--- src/rtl/fifo_rr_ctrl_pkg.sv ---
// Shared types and constants for the round-robin fifo write scheduler.
package fifo_ctrl_pkg;

   localparam int unsigned STALL_W = 16;

   typedef enum logic [0:0] {
      IDLE   = 1'b0,
      LOCKED = 1'b1
   } state_e;

endpackage

--- src/rtl/fifo_rr_ctrl_rr_pick.sv ---
// Combinational round-robin search: first requester after last_grant, wrapping modulo NREQ.
module rr_pick #(
   parameter int unsigned NREQ = 4,
   parameter int unsigned IW   = $clog2(NREQ)
) (
   input  logic [NREQ-1:0] req,
   input  logic [IW-1:0]   last_grant,
   output logic [IW-1:0]   winner,
   output logic            any
);

   logic [IW-1:0] idx;

   always_comb begin
      winner = '0;
      any    = 1'b0;
      idx    = '0;
      for (int unsigned k = 1; k <= NREQ; k++) begin
         idx = IW'((32'(last_grant) + k) % NREQ);
         if (!any && req[idx]) begin
            any    = 1'b1;
            winner = idx;
         end
      end
   end

endmodule

--- src/rtl/fifo_rr_ctrl.sv ---
// Round-robin write scheduler with optional burst lock, plus valid/ready read adapter, for a shared fifo.
module fifo_rr_ctrl
   import fifo_ctrl_pkg::*;
#(
   parameter int unsigned NREQ  = 4,
   parameter int unsigned WIDTH = 8,
   parameter int unsigned DEPTH = 8,
   parameter int unsigned BURST = 2
) (
   input  logic                    clk,
   input  logic                    rst,
   input  logic [NREQ-1:0]         req_valid,
   input  logic [NREQ*WIDTH-1:0]   req_data,
   output logic [NREQ-1:0]         req_ready,
   output logic                    out_valid,
   output logic [WIDTH-1:0]        out_data,
   input  logic                    out_ready,
   output logic                    fifo_push,
   output logic                    fifo_pop,
   output logic [WIDTH-1:0]        fifo_datain,
   input  logic                    fifo_full,
   input  logic                    fifo_empty,
   input  logic [WIDTH-1:0]        fifo_dataout,
   output logic [$clog2(NREQ)-1:0] grant_id,
   output logic                    locked,
   output logic [15:0]             stall_cnt
);

   localparam int unsigned  IW       = $clog2(NREQ);
   localparam int unsigned  BW       = $clog2(BURST + 1);
   localparam logic [BW-1:0] BURST_L = BW'(BURST);
   localparam logic [IW-1:0] LAST_RST = IW'(NREQ - 1);

   if (NREQ < 2 || NREQ > 8 || BURST < 1 || DEPTH < 1) begin : g_bad_param
      $error("fifo_rr_ctrl: unsupported parameter set");
   end

   state_e             state_q, state_d;
   logic [IW-1:0]      last_grant_q, last_grant_d;
   logic [IW-1:0]      owner_q, owner_d;
   logic [IW-1:0]      grant_id_q, grant_id_d;
   logic [BW-1:0]      beat_q, beat_d;
   logic [STALL_W-1:0] stall_q, stall_d;
   logic [IW-1:0]      rr_winner;
   logic               rr_any;
   logic               push;

   rr_pick #(.NREQ(NREQ), .IW(IW)) u_pick (
      .req        (req_valid),
      .last_grant (last_grant_q),
      .winner     (rr_winner),
      .any        (rr_any)
   );

   // Grants depend only on registered state and fifo_full, so a same-cycle pop never frees a slot.
   always_comb begin
      req_ready = '0;
      if (!rst) begin
         if (state_q == IDLE) begin
            if (rr_any && !fifo_full) req_ready[rr_winner] = 1'b1;
         end else if (req_valid[owner_q] && !fifo_full) begin
            req_ready[owner_q] = 1'b1;
         end
      end
   end

   assign push = |(req_valid & req_ready);

   always_comb begin
      fifo_datain = '0;
      for (int unsigned i = 0; i < NREQ; i++) begin
         if (req_ready[i]) fifo_datain = req_data[i*WIDTH +: WIDTH];
      end
   end

   always_comb begin
      state_d      = state_q;
      last_grant_d = last_grant_q;
      owner_d      = owner_q;
      grant_id_d   = grant_id_q;
      beat_d       = beat_q;
      stall_d      = stall_q;
      if (|req_valid && !push && stall_q != '1) stall_d = stall_q + 1'b1;
      case (state_q)
         IDLE: begin
            if (push) begin
               last_grant_d = rr_winner;
               grant_id_d   = rr_winner;
               if (BURST > 1) begin
                  state_d = LOCKED;
                  owner_d = rr_winner;
                  beat_d  = BW'(1);
               end
            end
         end
         LOCKED: begin
            if (!req_valid[owner_q]) begin
               state_d = IDLE;
               beat_d  = '0;
            end else if (push) begin
               beat_d = beat_q + 1'b1;
               if (beat_d == BURST_L) begin
                  state_d = IDLE;
                  beat_d  = '0;
               end
            end
         end
         default: state_d = IDLE;
      endcase
   end

   always_ff @(posedge clk) begin
      if (rst) begin
         state_q      <= IDLE;
         last_grant_q <= LAST_RST;
         owner_q      <= '0;
         grant_id_q   <= '0;
         beat_q       <= '0;
         stall_q      <= '0;
      end else begin
         state_q      <= state_d;
         last_grant_q <= last_grant_d;
         owner_q      <= owner_d;
         grant_id_q   <= grant_id_d;
         beat_q       <= beat_d;
         stall_q      <= stall_d;
      end
   end

   assign fifo_push = push;
   assign out_valid = ~fifo_empty & ~rst;
   assign out_data  = fifo_dataout;
   assign fifo_pop  = out_valid & out_ready;
   assign grant_id  = grant_id_q;
   assign locked    = (state_q == LOCKED);
   assign stall_cnt = stall_q;

   a_no_push_full: assert property (@(posedge clk) !(fifo_push && fifo_full));
   a_no_pop_empty: assert property (@(posedge clk) !(fifo_pop && fifo_empty));
   a_ready_onehot: assert property (@(posedge clk) $onehot0(req_ready));

endmodule
--- config.mk ---
export PLATFORM = sky130hd
export DESIGN_NAME = fifo_rr_ctrl
export DESIGN_NICKNAME = d
export VERILOG_FILES = /design/src/rtl/fifo_rr_ctrl_pkg.sv /design/src/rtl/fifo_rr_ctrl_rr_pick.sv /design/src/rtl/fifo_rr_ctrl.sv
export SDC_FILE = /design/constraint.sdc
export NUM_CORES = 1
export LEC_CHECK = 0
export CORE_MARGIN = 2
export CORE_UTILIZATION = 35
export CTS_BUF_LIST = sky130_fd_sc_hd__clkbuf_8
export CTS_CLUSTER_DIAMETER = 200
export DETAILED_ROUTE_END_ITERATION = 10
export PLACE_DENSITY = 0.74
export SYNTH_ARGS = -nofsm -noshare
export SYNTH_HDL_FRONTEND = slang
export SYNTH_SLANG_ARGS = --single-unit
--- constraint.sdc ---
create_clock -name clk -period 6.16 [get_ports clk]
set_clock_uncertainty 0.1 [all_clocks]
set_input_delay 1.232 -clock clk [delete_from_list [all_inputs] [get_ports clk]]
set_output_delay 1.232 -clock clk [all_outputs]
set_load 0.02 [all_outputs]
==> flow_summary.yaml, run 1 <==
# physical design summary
clock_network:
  clk_path_buf_depth: 2
  cts_tree: "built"
  cts_resized: 0
  ctsRootBufferMaster: "clkbuf_8"
  cts_buffers: 3
  clkSinkCount: 23
placed_design:
  io_buffers: 74
  placed_area_sq_um: 2320
  dp_cells: 324
job:
  drv_cap: 0
  warnings: 26
pwr:
  p_leak_nw: 0.912
  peakVddDrop_v: 0.000106
  p_per_area_nw_per_um2: 154
logic_synthesis:
  top_area_cell: "dfxtp_1"
  simple_gate_area_share_pct: 32.8
  synthFlopType: "dfxtp_1"
  async_reset_ff_share_pct: 0
  synth_top_area_share_pct: 28.6
  topCombFamilyByArea: "simple AND/OR/NAND/NOR gates"
  ys_seq_share_pct: 28.6
  syn_area_sq_um: 1610
  adder_share_pct: 0.778
  syn_area_per_cell_sq_um: 7.63
  synthTopCellsByArea: "dfxtp_1, nor2_1, o221a_2"
global_route:
  grt_pass1_vias: 1578
  grt.overflow.total: 0
  globalRouteMet3Util_pct: 3.66
sta:
  finalSetupTns_ns: 0
  fmax_mhz: 187
  worstMarginPinSlew_ns: 0.815
  rsz0062_at_grt: "false"
  worst_slack_ns: 0.826
  hold_viol: 0
critical_path:
  cpPeakStageDelay_ns: 0.61
  reg2reg_setup_slack_ns: 3.74
  critPathTopFamily: "buffers and inverters"
  regToRegStartpoint: "stall_cnt[1]"
  start_kind: "input pin"
  crit_start: "req_valid[3]"
  cp.required_ns: 4.83
  slowest_stage: "a22oi_2"
  critPathCaptureType: "output port"
  path_max_fanout: 17
floorplanning:
  die_h_microns: 71.8
  ios: 91
  die_x_microns: 71.8
  fp_util_pct: 36.7
  core_sq_um: 4380
  rows: 24
status:
  status: "complete, no violations"
detailed_routing:
  drc_errors: 0
  avgRoutedWirePerCell_microns: 13.0
  wl_met2_microns: 1870
  routed_via_density: 5.16
finish:
  fin_area_sq_um: 2370
  diodes: 0
  fin_cells: 328
  drive_gt1_share_pct: 9.42
  utilization_pct: 54.0
  final_nets: 327
  largest_reg_flops: 16
  final_cell_mix: "clkdlybuf4s50_1, nor2_1, dfxtp_1, inv_1"
hold_path:
  min_path_type: "register to register"
  holdPathStages: 2
## run 1: area by class of cell
type                       instances  area, sq um
timing repair buffer              76          756
fill                             420         2020
sequential                        23          460
tap                               52         65.1
multi-input combinational        152          962
clock buffer                       3         41.3
inverter                          21         78.8
clock inverter                     1         5.00
## run 1: where the power goes
group | internal (mW) | switching [mW]
Combinational | 0.0611 | 0.0502
Clock | 0.0451 | 0.0474
Sequential | 0.154 | 0.00630
Total | 0.260 | 0.104
## run 1: worst max path at each step
stage                                end  slack (ns)  cells after the start
final                     fifo_datain[0]        0.83                      8
after global routing      fifo_datain[7]        0.61                      8
after CTS                 fifo_datain[0]        0.80                      8
after detailed placement  fifo_datain[0]        0.80                      8
after global placement    fifo_datain[3]        0.85                      8
after floorplan           fifo_datain[0]        1.80                      5
==> run_1/congestion.png <==
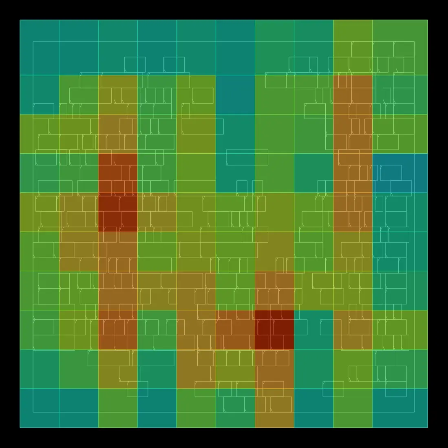
grt peak-use layer: met2
GR Util met1: 21.3%

==> run_1/sizes.png <==
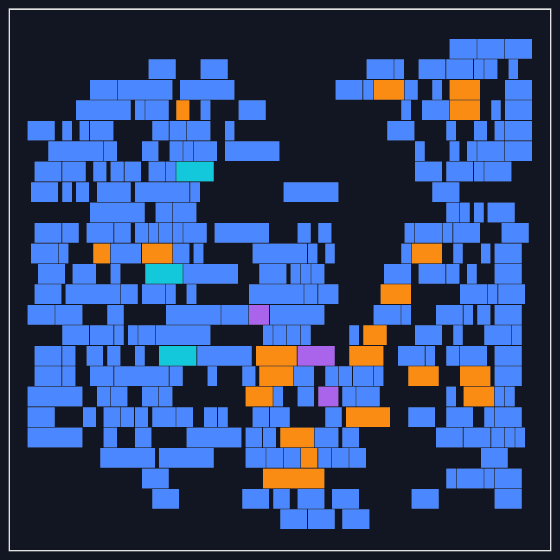
| color | size | cells | share |
|---|---|---|---|
| cyan | _6 and larger | 3 | 1.1% |
| purple | _3 and _4 cells | 3 | 1.1% |
| orange | _2 cells | 20 | 7.2% |
| blue | _0 and _1 cells | 250 | 91% |

==> run_1/layer_met3.png <==
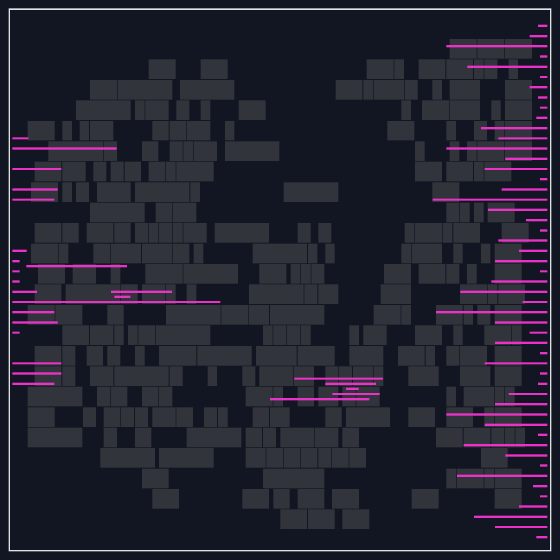
nets with wire on the layer: 72
share of all routed wire: 10%
via count: 1694
Routed WL: 4270 microns

==> inputs of run 2 (changes only) <==
--- a/config.mk
+++ b/config.mk
@@ -5,9 +5,10 @@
 export SDC_FILE = /design/constraint.sdc
 export NUM_CORES = 1
 export LEC_CHECK = 0
+export CORE_ASPECT_RATIO = 0.5
 export CORE_MARGIN = 2
 export CORE_UTILIZATION = 35
-export CTS_BUF_LIST = sky130_fd_sc_hd__clkbuf_8
+export CTS_BUF_LIST = sky130_fd_sc_hd__clkbuf_2 sky130_fd_sc_hd__clkbuf_4 sky130_fd_sc_hd__clkbuf_8
 export CTS_CLUSTER_DIAMETER = 200
 export DETAILED_ROUTE_END_ITERATION = 10
 export PLACE_DENSITY = 0.74
==> run_2/congestion.png <==
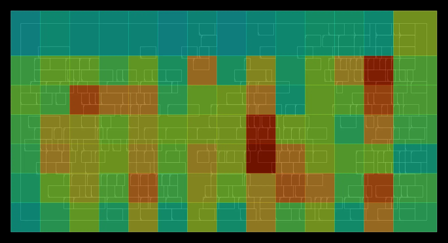
Routed WL per cell: 12.8 microns
M2 GR Usage: 30.2%
met3 Use GR: 3.63%
GR Util met1: 18.5%

==> run 2 against run 1 <==
Compared with the run above: worst setup slack lost 0.23 ns; first-iteration DRC count shrank 17%; hold slack lost 0.0033 ns; utilization shrank 0.20 points; sequential share of layout area is essentially flat; total power grew 0.93%; design area is essentially flat; clock power grew 4.1%; register-to-register slack gained 0.04 ns; count of clock-buffer cells in the layout grew 1; critical path type unchanged; largest cell class unchanged; highest routed layer unchanged.
==> flow_summary.yaml, run 2 <==
# physical design summary
finish:
  largest_reg_flops: 16
  fin_area_sq_um: 2370
  seqCellArea_sq_um: 460
  diodes: 0
  fillers: 414
  comb_area_sq_um: 962
  final_cell_mix: "clkdlybuf4s50_1, nor2_1, dfxtp_1, inv_1"
  fin_cells: 332
floorplanning:
  die_x_microns: 99.9
  core_sq_um: 4400
  rows: 17
  ios: 91
  fp_util_pct: 36.5
placed_design:
  placed_area_sq_um: 2320
  dp_cells: 328
  io_buffers: 74
critical_path:
  crit_end: "fifo_datain[3]"
  start_kind: "input pin"
  critPathTopFamily: "buffers and inverters"
  slowest_stage: "nor4_1"
  path_max_fanout: 9
  critPathCaptureType: "output port"
sta:
  hold_viol: 0
  finalSetupTns_ns: 0
  worst_slack_ns: 0.597
job:
  warnings: 26
detailed_routing:
  routed_wl_microns: 4240
  vias: 1701
  drc_errors: 0
hold_path:
  holdPathStages: 2
  min_path_type: "register to register"
status:
  status: "complete, no violations"
logic_synthesis:
  async_reset_ff_share_pct: 0
  synthFlopType: "dfxtp_1"
  syn_area_per_cell_sq_um: 7.63
  syn_area_sq_um: 1610
clock_network:
  clk_path_buf_depth: 2
  ctsRootBufferMaster: "clkbuf_8"
global_route:
  grt-busiest-layer: "met2"
==> run 2: final cells by class <==
| class | instances | share of cell area (%) |
|---|---|---|
| Timing Repair Buffer | 75 | 31.6 |
| Inverter | 21 | 3.33 |
| Multi-Input combinational cell | 152 | 40.6 |
| Tap cell | 57 | 3.01 |
| Clock buffer | 4 | 2.06 |
| Sequential cell | 23 | 19.4 |
==> run 2: cells by family after synthesis <==
group                    share of synthesized area (%)
AND/OR/NAND/NOR                                   32.8
multiplexers                                      2.10
AND-OR/OR-AND                                     18.7
XOR/XNOR                                          5.44
buffers and inverters                             11.6
flip-flops                                        28.6
adder cells (fa/ha/maj)                          0.777
==> run 2: where the power goes <==
part | switching, mW | internal, mW
Combinational | 0.0502 | 0.0607
Clock | 0.0458 | 0.0505
Sequential | 0.00629 | 0.154
Total | 0.102 | 0.265
Power is estimated from default activity; no workload was simulated.
